## src/rtl/mux_seq_pkg.sv

```systemverilog
// ---------------------------------------------------------------------------
// mux_seq_pkg
// Shared definitions for the 8:1 select-mux sequencer.
//   - state_t          : FSM state encoding (IDLE / SHIFT / DONE)
//   - DEF_WIDTH/SEL_W  : default code width and select width
//   - first_idx()      : first index presented for a given bit order
//   - last_idx()       : final index presented for a given bit order
// ---------------------------------------------------------------------------
package mux_seq_pkg;

    localparam int DEF_WIDTH = 8;
    localparam int DEF_SEL_W = 3;

    typedef enum logic [1:0] {
        S_IDLE  = 2'd0,
        S_SHIFT = 2'd1,
        S_DONE  = 2'd2
    } state_t;

    // LSB-first walks 0..width-1, MSB-first walks width-1..0.
    function automatic int first_idx(input bit msb_first, input int width);
        return msb_first ? (width - 1) : 0;
    endfunction

    function automatic int last_idx(input bit msb_first, input int width);
        return msb_first ? 0 : (width - 1);
    endfunction

endpackage

```

## src/rtl/mux_sel_sequencer_v_sel_counter.sv

```systemverilog
// ---------------------------------------------------------------------------
// sel_counter_v
// Loadable up/down select counter with enable and terminal-index flag.
// Ports:
//   clk, rst   : clock, asynchronous active-high reset (count -> 0)
//   load       : load load_val (has priority over en)
//   load_val   : value to load
//   en         : step the counter by one
//   down       : 1 = decrement, 0 = increment
//   term_val   : terminal index to compare against
//   count      : current index
//   at_term    : count equals term_val
// ---------------------------------------------------------------------------
module sel_counter_v
    import mux_seq_pkg::*;
#(
    parameter int SEL_W = DEF_SEL_W
) (
    input  logic             clk,
    input  logic             rst,
    input  logic             load,
    input  logic [SEL_W-1:0] load_val,
    input  logic             en,
    input  logic             down,
    input  logic [SEL_W-1:0] term_val,
    output logic [SEL_W-1:0] count,
    output logic             at_term
);

    // Index register: load wins over stepping so a new word always starts
    // from its first index regardless of where the previous word ended.
    always_ff @(posedge clk or posedge rst) begin
        if (rst) begin
            count <= '0;
        end else if (load) begin
            count <= load_val;
        end else if (en) begin
            count <= down ? (count - SEL_W'(1)) : (count + SEL_W'(1));
        end
    end

    assign at_term = (count == term_val);

endmodule

```

## src/rtl/mux_sel_sequencer_v.sv

```systemverilog
// ---------------------------------------------------------------------------
// mux_sel_sequencer_v
// Drives an 8:1 select mux: holds an accepted word on o_code, walks
// o_sel_code through every index (one per unpaused clock), and rebuilds the
// mux output i_f into o_rx_code. o_match reports a per-word loopback check.
// Ports:
//   i_clk, i_rst  : clock, asynchronous active-high reset
//   i_code/i_valid/o_ready : word input handshake (ready only in IDLE)
//   i_pause       : freeze stepping and capture during SHIFT
//   o_code        : held word (to mux i_code)
//   o_sel_code    : current index (to mux i_sel_code)
//   i_f           : combinational mux return
//   o_busy/o_last/o_done   : SHIFT, final-index, and one-cycle DONE flags
//   o_rx_code/o_match      : reassembled word and its compare result
// ---------------------------------------------------------------------------
module mux_sel_sequencer_v
    import mux_seq_pkg::*;
#(
    parameter int WIDTH     = DEF_WIDTH,
    parameter int SEL_W     = DEF_SEL_W,
    parameter bit MSB_FIRST = 1'b0
) (
    input  logic             i_clk,
    input  logic             i_rst,
    input  logic [WIDTH-1:0] i_code,
    input  logic             i_valid,
    output logic             o_ready,
    input  logic             i_pause,
    output logic [WIDTH-1:0] o_code,
    output logic [SEL_W-1:0] o_sel_code,
    input  logic             i_f,
    output logic             o_busy,
    output logic             o_last,
    output logic             o_done,
    output logic [WIDTH-1:0] o_rx_code,
    output logic             o_match
);

    localparam logic [SEL_W-1:0] FIRST = SEL_W'(first_idx(MSB_FIRST, WIDTH));
    localparam logic [SEL_W-1:0] LAST  = SEL_W'(last_idx(MSB_FIRST, WIDTH));

    state_t           state;
    logic             accept;
    logic             step;
    logic             at_last;
    logic [WIDTH-1:0] rx_next;

    assign accept = (state == S_IDLE) && i_valid;
    assign step   = (state == S_SHIFT) && !i_pause;

    // The counter stops on the final index so o_sel_code holds it into DONE
    // and never wraps.
    sel_counter_v #(
        .SEL_W (SEL_W)
    ) u_sel_counter (
        .clk      (i_clk),
        .rst      (i_rst),
        .load     (accept),
        .load_val (FIRST),
        .en       (step && !at_last),
        .down     (MSB_FIRST),
        .term_val (LAST),
        .count    (o_sel_code),
        .at_term  (at_last)
    );

    // Next value of the capture register: the bit selected this cycle takes
    // the mux return. The compare on entry to DONE uses this so the final
    // bit is included.
    always_comb begin
        rx_next = o_rx_code;
        if (step) begin
            rx_next[o_sel_code] = i_f;
        end
    end

    // Main FSM with the held word, capture register and match flag.
    always_ff @(posedge i_clk or posedge i_rst) begin
        if (i_rst) begin
            state     <= S_IDLE;
            o_code    <= '0;
            o_rx_code <= '0;
            o_match   <= 1'b0;
        end else begin
            case (state)
                S_IDLE: begin
                    if (i_valid) begin
                        o_code    <= i_code;
                        o_rx_code <= '0;
                        state     <= S_SHIFT;
                    end
                end
                S_SHIFT: begin
                    o_rx_code <= rx_next;
                    if (step && at_last) begin
                        o_match <= (rx_next == o_code);
                        state   <= S_DONE;
                    end
                end
                S_DONE: begin
                    state <= S_IDLE;
                end
                default: begin
                    state <= S_IDLE;
                end
            endcase
        end
    end

    assign o_ready = (state == S_IDLE);
    assign o_busy  = (state == S_SHIFT);
    assign o_done  = (state == S_DONE);
    assign o_last  = (state == S_SHIFT) && at_last;

endmodule

```

## config.mk

```make
export PLATFORM = sky130hd
export DESIGN_NAME = mux_sel_sequencer_v
export DESIGN_NICKNAME = d
export VERILOG_FILES = /design/src/rtl/mux_seq_pkg.sv /design/src/rtl/mux_sel_sequencer_v_sel_counter.sv /design/src/rtl/mux_sel_sequencer_v.sv
export SDC_FILE = /design/constraint.sdc
export NUM_CORES = 1
export LEC_CHECK = 0
export ABC_AREA = 1
export CAP_MARGIN = 20
export CORE_UTILIZATION = 49
export DETAILED_ROUTE_END_ITERATION = 12
export MAX_ROUTING_LAYER = met4
export PLACE_DENSITY = 0.84
export SLEW_MARGIN = 5
export SYNTH_ARGS = -nofsm -noshare
export SYNTH_HDL_FRONTEND = slang
export SYNTH_SLANG_ARGS = --single-unit
```

## constraint.sdc

```tcl
create_clock -name i_clk -period 4.15 [get_ports i_clk]
set_input_delay 0.83 -clock i_clk [delete_from_list [all_inputs] [get_ports i_clk]]
set_output_delay 0.83 -clock i_clk [all_outputs]
set_load 0.005 [all_outputs]
```

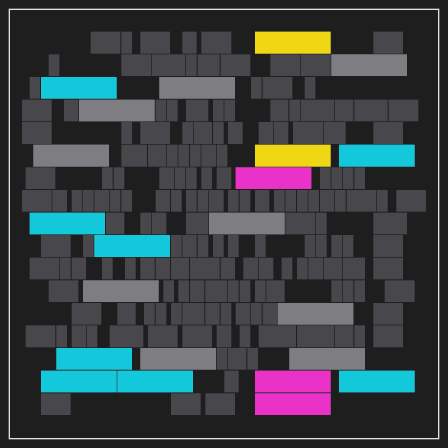
(run_1/registers.png)
| signal | color | placed flops |
|---|---|---|
| u_sel_counter.count | magenta | 3 |
| state | yellow | 2 |
| o_code | cyan | 8 |
not colored: 9

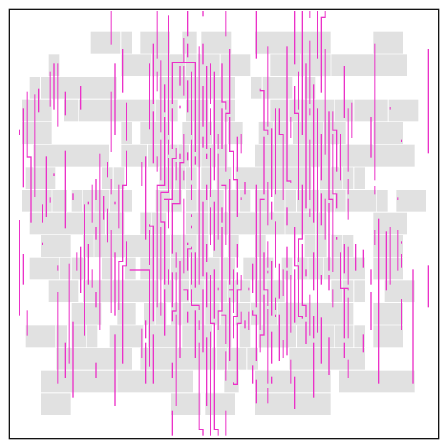
(run_1/met2.png)
wire length on this layer: 1620 µm
share of all routed wire: 50%
via count: 1216
met2 usage: 0.476
final WL: 3.22 mm

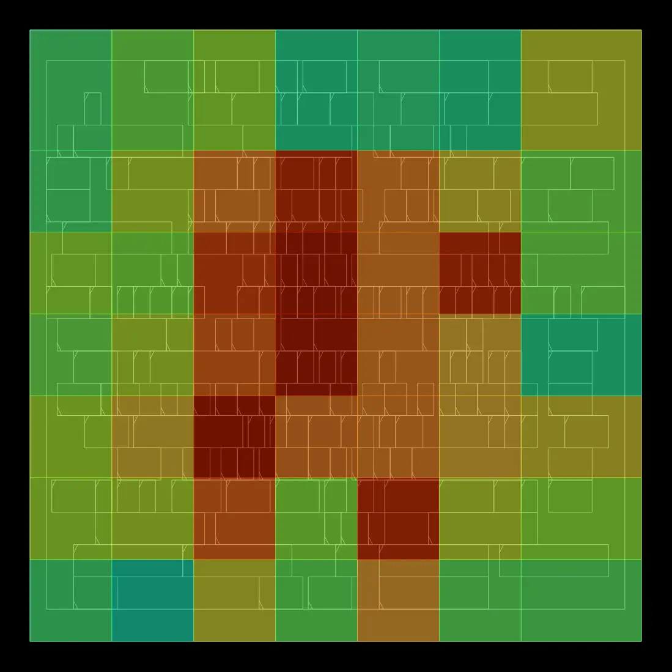
(run_1/final_congestion.png)
met1 usage: 0.334
GRT Overall Usage: 0.284
final core occ: 0.710
M3 GR Usage: 0.0409
routed len/inst: 14.6 µm

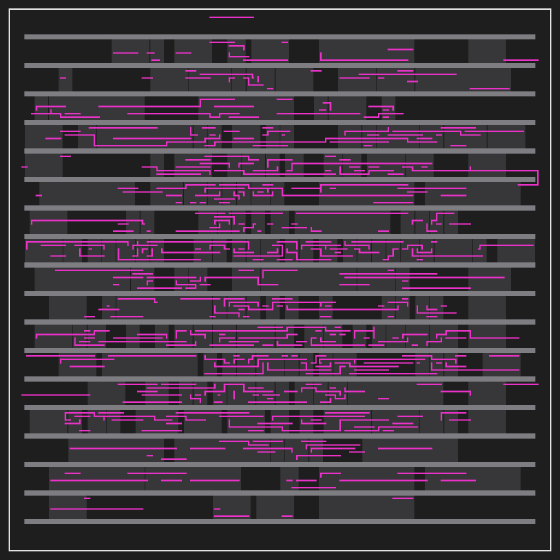
(run_1/met1.png)
Supply wires on this layer in gray.
nets with wire on the layer: 185
wire length on this layer: 1240 µm
main direction: horizontal
longest straight run: 15.2 µm

==> results_slide.txt, run 1 <==
Key Metrics from the Run

Outcome
  • Outcome: finished clean

Setup path
  • CP Cell Sequence: ha_1, ha_1, inv_1, nor2_1, clkdlybuf4s50_1
  • WS Path Type: reg -> out
  • Crit-path max FO: 9
  • Crit-path slowest cell: dfrtp_1
  • CP startpoint kind: flip-flop
  • Crit path top cell by count: ha_1
  • Buf/Inv on CP: 2
  • Top Family by Delay on Critical Path: buffers and inverters
  • WP data required: 3320 ps
  • Slowest Stage Delay on Critical Path: 530 ps
  • Crit path DAT: 1950 ps
  • Critical path capture point type: output port

STA
  • Fin. Hold Viols: 0
  • Slew margin rel.: 0.456
  • Tmin final: 2780 ps
  • FMAX: 360 MHz
  • WHS: 545 ps
  • Worst-case clock skew: 8.66 ps
  • Slew @ Worst Pin: 815 ps
  • Setup TNS Final: 0 ps
  • Max-slew violation count: 0
  • RSZ-0062 raised after global routing: no
  • Final setup violation count: 0
  • Final worst path period share: 0.669
  • Final WS setup: 1370 ps

Final layout
  • Area Growth Syn to Fin: 33.1%
  • Final nets: 209
  • Layout cells sized above 1: 0.0573
  • Top cell excl fill/tap: nand2_1
  • Top cells excl fill/tap: nand2_1, clkdlybuf4s50_1, dfrtp_1
  • Inserted Diodes: 0
  • Fill cell count: 190

Power
  • Leakage dissipation: 0.000751 µW
  • Worst VDD drop: 392 µV
  • Design Power: 1150 µW
  • Power density cells: 718 mW/mm²

Logic synthesis
  • Synth Cell Area: 0.00120 mm²
  • Basic Gates by Area: 0.300
  • Area reported by Yosys stat: 0.00120 mm²
  • Netlist cell types: 20
  • Mux area share: 0.0375
  • Cells after Synth: 156
  • Yosys adder share: 0.0208
  • Top cells by area: dfrtp_1, nand2_1, nand3_1
  • Ao+oa area frac: 0.0916
  • Most area-hungry cell type in the Yosys netlist: dfrtp_1
  • Post-synth top area share: 0.458
  • Syn Area/Cell: 7.71 µm²
  • Synth Seq Share: 0.458
  • Cell count listed in synth_stat.txt: 156
  • Synth flops: 22
  • Comb area leader: simple AND/OR/NAND/NOR gates
  • Synth Warn #: 0
  • Syn_nets: 171
  • Xor+xnor area frac: 0.00728

Routing
  • DRT Pass-1 Iters: 4
  • DRC viols: 0
  • Detailed Route Iter0 Violations: 47
  • Via/cell ratio: 5.53
  • Final ANT Viol Nets: 0

Floorplanning
  • Height of the die: 51.5 µm
  • Die area: 0.00266 mm²
  • FP Core Util: 0.533
  • I/O pins: 37
  • Rows: 17
  • CORE AREA: 0.00225 mm²
  • Die X: 51.5 µm

Clocking
  • CTS tree: done
  • Cts repair resizes: 0
  • Setup bufs post-CTS: 0
  • Clock root buffer: clkbuf_4
  • H-tree depth: 1
  • CTS clk-pin slew, worst paths: 120 ps
  • Clock sinks: 22
  • Clk buf depth: 2
  • Cts bufs inserted: 3
  • Hold buffers post-CTS: 0
  • Skew-Pair Late Insertion Delay: 310 ps

Worst hold path
  • Hold WC Path Type: reg -> reg

Placed design
  • Port Buffers: 36
  • Dpl ws: 1690 ps
  • Final HPWL DP: 2.38 mm
  • Placer's final routability congestion estimate: 0.905

Global route
  • Largest net degree at the start of global routing: 23
  • Number of global-route vias before repair: 1242
  • Initial antenna violation count: 0
  • Grt total ovfl: 0
  • First-pass GRT wire length: 5.40 mm
  • Most Used Layer, Global Route: met2

Job
  • Number of max-cap violations: 0
  • Tool Warnings: 26
## run 1: path summary, 6_finish.rpt
check	startpoint	to	slack (ps)	cells after the start
setup reg to reg	state[1]$_DFFE_PP0P_	o_match$_DFFE_PP0P_	2420	11
hold / removal	o_match$_DFFE_PP0P_	o_match$_DFFE_PP0P_	540	2
setup / recovery	u_sel_counter.count[0]$_DFFE_PP0P_	o_last	1370	5
max in group asynchronous	i_rst	o_code[0]$_DFFE_PP0P_	2680	2
min in group asynchronous	i_rst	o_code[5]$_DFFE_PP0P_	960	2
hold reg to reg	o_match$_DFFE_PP0P_	o_match$_DFFE_PP0P_	540	2
## run 1: per-layer routing
layer	share of wire	wire [µm]
met4	0.035	114
met2	0.50	1620
met1	0.38	1240
met5	0	0
met3	0.077	249
## run 1: worst min-delay path, delay by kind of cell (launching register included)
family	cells	cell delay, ps
compound gates	1	80
flops	1	370
simple gates	1	70
## run 1: sequential cells by signal, indices dropped and copies added (netlist names)
register	cells
o_match	1
o_code	8
state	2
u_sel_counter.count	3
o_rx_code	8
## run 1: per-stage QoR
stage	instance area (µm²)	std cells
finish	1600	220
global route	1600	220
CTS	1600	220
detailed placement	1580	217
global placement	1580	217
floorplan	1200	156
## run 1: area by class of cell
class | instances | area, µm² | share of cell area
Inverter | 22 | 82.6 | 0.0516
Timing Repair Buffer | 36 | 360 | 0.225
Clock buffer | 3 | 22.5 | 0.0141
Multi-Input combinational cell | 109 | 549 | 0.343
Tap cell | 28 | 35.0 | 0.0219
Sequential cell | 22 | 551 | 0.344
## run 1: report_power, final
part           switching [µW]  internal [µW]
Sequential               89.2            308
Combinational             336            318
Clock                    63.5           34.0
Total                     489            660
## run 1: cell families after synthesis
family,count (synthesis)
mux,4
compound gates,20
simple gates,82
buf+inv,25
flops,22
xor+xnor,1
fa+ha+maj,2
## run 1: Yosys cell counts (all sizes together)
library cell  instances
clkbuf                1
nand3b                4
nand2                38
xor2                  1
ha                    2
nand3                16
nor3                  2
buf                   2
dfrtp                22
mux2                  4
o22ai                 8
a21oi                 6
nand4                 2
nor2                 20
o21ai                 6
inv                  22
==> run_1/port_nets.png <==
The bar under the picture is 20 µm long.
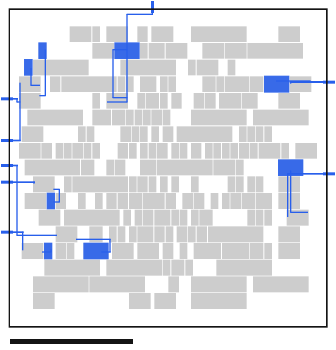

## Run 2: what changed since run 1
Settings changed: CORE_UTILIZATION 49 to 46, PLACE_DENSITY 0.84 to 0.8.
Clock period 4.15 ns to 2.6 ns, I/O delays scaled along.
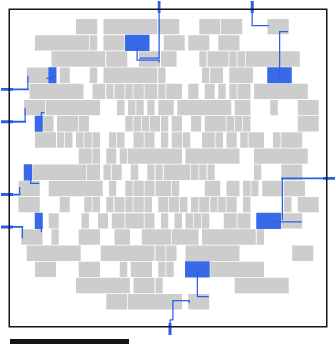
(run_2/port_nets.png)
The bar under the picture is 20 µm long.
| port | color | bits | direction | end cells | buffers | wire |
|---|---|---|---|---|---|---|
| i_code | blue | 8 | input | 8 | 8 | 87.0 µm |

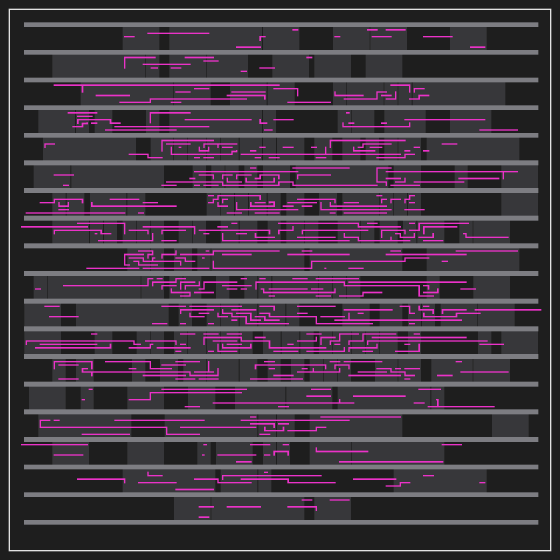
(run_2/met1.png)
Supply wires on this layer in gray.
share of all routed wire: 44%
main direction: horizontal
met1 usage: 0.285
via count: 1194
final WL: 2.89 mm

==> run 2 against run 1 <==
Against the previous run:
- highest routed layer unchanged
- sequential cell count did not move
- largest power group unchanged
- clock power is 98% higher
- synthesized cell count is the same
==> results_slide.txt, run 2 <==
Key Metrics from the Run

Outcome
  • Outcome: finished clean

Setup path
  • WP data required: 2080 ps
  • Crit-path slowest cell: dfrtp_1
  • Critical path capture point type: output port
  • CP Cell Sequence: ha_1, ha_1, inv_1, nor2_1, clkdlybuf4s50_1
  • Crit path top cell by count: ha_1
  • Crit-path max FO: 8
  • Crit path DAT: 1970 ps
  • CP startpoint kind: flip-flop
  • WS Path Type: reg -> out
  • Slowest Stage Delay on Critical Path: 520 ps

Floorplanning
  • Die X: 53.1 µm
  • Die area: 0.00282 mm²
  • Height of the die: 53.1 µm
  • FP Core Util: 0.485
  • Rows: 18
  • CORE AREA: 0.00248 mm²

Logic synthesis
  • Cell count listed in synth_stat.txt: 156
  • Synth flops: 22
  • Netlist cell types: 20
  • Mux area share: 0.0375
  • Area reported by Yosys stat: 0.00120 mm²
  • Synth top cells by count: nand2_1, dfrtp_1, inv_1
  • Ao+oa area frac: 0.0916
  • Post-synth top area share: 0.458
  • Yosys adder share: 0.0208
  • Yosys top cell by instances: nand2_1
  • Top cells by area: dfrtp_1, nand2_1, nand3_1
  • Syn Area/Cell: 7.71 µm²
  • Fraction of registers with async set/reset: 1.00
  • Synth Cell Area: 0.00120 mm²
  • Comb area leader: simple AND/OR/NAND/NOR gates
  • Most area-hungry cell type in the Yosys netlist: dfrtp_1
  • Cells after Synth: 156
  • Synth Flop Type: dfrtp_1
  • Basic Gates by Area: 0.300
  • Xor+xnor area frac: 0.00728
  • Synth Warn #: 0
  • Syn_nets: 171

STA
  • Slew margin rel.: 0.445
  • Setup TNS Final: 0 ps
  • Tmin final: 2490 ps
  • WHS: 557 ps
  • Max-slew violation count: 0
  • Worst-case clock skew: 12.4 ps
  • Final setup violation count: 0
  • Fin. Hold Viols: 0
  • Final worst path period share: 0.958
  • FMAX: 401 MHz

Clocking
  • Clock sinks: 22
  • CTS clk-pin slew, worst paths: 130 ps
  • Clock root buffer: clkbuf_4
  • Clk buf depth: 2
  • Skew-Pair Late Insertion Delay: 320 ps
  • Cts repair resizes: 0
  • Setup bufs post-CTS: 0
  • Hold buffers post-CTS: 0
  • CTS tree: done
  • Cts bufs inserted: 3

Routing
  • DRT Pass-1 Iters: 4
  • Met1 WL: 1.26 mm
  • Via/cell ratio: 5.33
  • DR WL met3: 179 µm
  • Met2 routed WL: 1.42 mm
  • Routed len/inst: 12.9 µm
  • Final ANT Viol Nets: 0
  • DRC viols: 0
  • Max layer used: met4

Power
  • Worst VDD drop: 659 µV
  • Leakage dissipation: 0.000763 µW
  • Power density cells: 1140 mW/mm²

Global route
  • Number of global-route vias before repair: 1146
  • First-pass GRT wire length: 4.71 mm
  • Initial antenna violation count: 0
  • Largest net degree at the start of global routing: 23

Job
  • Number of max-cap violations: 0
  • Tool Warnings: 26

Final layout
  • Fill cell count: 226
  • Top cells excl fill/tap: nand2_1, clkdlybuf4s50_1, dfrtp_1
  • Top cell excl fill/tap: nand2_1
  • Inserted Diodes: 0
  • Top Registers: o_code (8), o_rx_code (8), u_sel_counter.count (3)
  • Final nets: 210
  • Area Growth Syn to Fin: 35.1%
  • Layout cells sized above 1: 0.0670

Placed design
  • Port Buffers: 36
  • Placer's final routability congestion estimate: 0.881

Worst hold path
  • Hold WC Path Type: reg -> reg
## run 2: final timing paths
| path | depth (start not counted) | to | slack, ps | startpoint |
|---|---|---|---|---|
| max | 5 | o_last | 110 | u_sel_counter.count[1]$_DFFE_PP0P_ |
| min | 2 | o_match$_DFFE_PP0P_ | 560 | o_match$_DFFE_PP0P_ |
| max reg2reg | 11 | o_match$_DFFE_PP0P_ | 940 | state[1]$_DFFE_PP0P_ |
| min reg2reg | 2 | o_match$_DFFE_PP0P_ | 560 | o_match$_DFFE_PP0P_ |
| max in group asynchronous | 2 | o_code[4]$_DFFE_PP0P_ | 1430 | i_rst |
| min in group asynchronous | 2 | o_code[6]$_DFFE_PP0P_ | 650 | i_rst |
## run 2: layout make-up
type,count,area (µm²),share of cell area
flip-flops and latches,22,551,0.339
multi-input cells,109,549,0.338
repair buffers,37,368,0.227
inverters,22,82.6,0.0508
well taps,30,37.5,0.0231
clock buffers,4,36.3,0.0223
## run 2: logic make-up (layout without fill, tap and decap cells)
logic type,count (synthesis),in the layout
AND/OR/NAND/NOR,82,82
buffers and inverters,25,63
flip-flops,22,22
AND-OR/OR-AND,20,20
multiplexers,4,4
adder cells (fa/ha/maj),2,2
XOR/XNOR,1,1
## run 2: power by group
group / switching (µW) / internal, µW / total, µW
combinational: 515 / 513 / 1030
sequential: 140 / 491 / 631
clock: 107 / 85.8 / 193
## run 2: metrics by stage
| stage | power (µW) | area [µm²] | utilization | setup slack (ps) | cells |
|---|---|---|---|---|---|
| 4_1_cts | 1860 | 1620 | 0.656 | 130 | 224 |
| 6_report | 1850 | 1620 | 0.656 | 109 | 224 |
| 3_3_place_gp | 1620 | 1590 | 0.641 | 524 | 220 |
| 2_1_floorplan | 1180 | 1200 | - | 1090 | 156 |
| 5_1_grt | 2010 | 1620 | 0.656 | 29.7 | 224 |
| 3_5_place_dp | 1660 | 1590 | 0.641 | 496 | 220 |
## run 2: critical path: cells and delay by family, from the launching register on
family                   cells  cell delay, ps
adder cells (fa/ha/maj)      2             410
flip-flops                   1             520
AND/OR/NAND/NOR              1             130
buffers and inverters        2             600
## run 2: per-layer routing
layer  vias to the layer above  global-route usage
li1                        593                   -
met1                       546               0.285
met2                        50               0.388
met3                         5              0.0402
met4                         0               0.114
met5                         -                   -
No activity file was given, so power comes from the tool's default toggle rates.
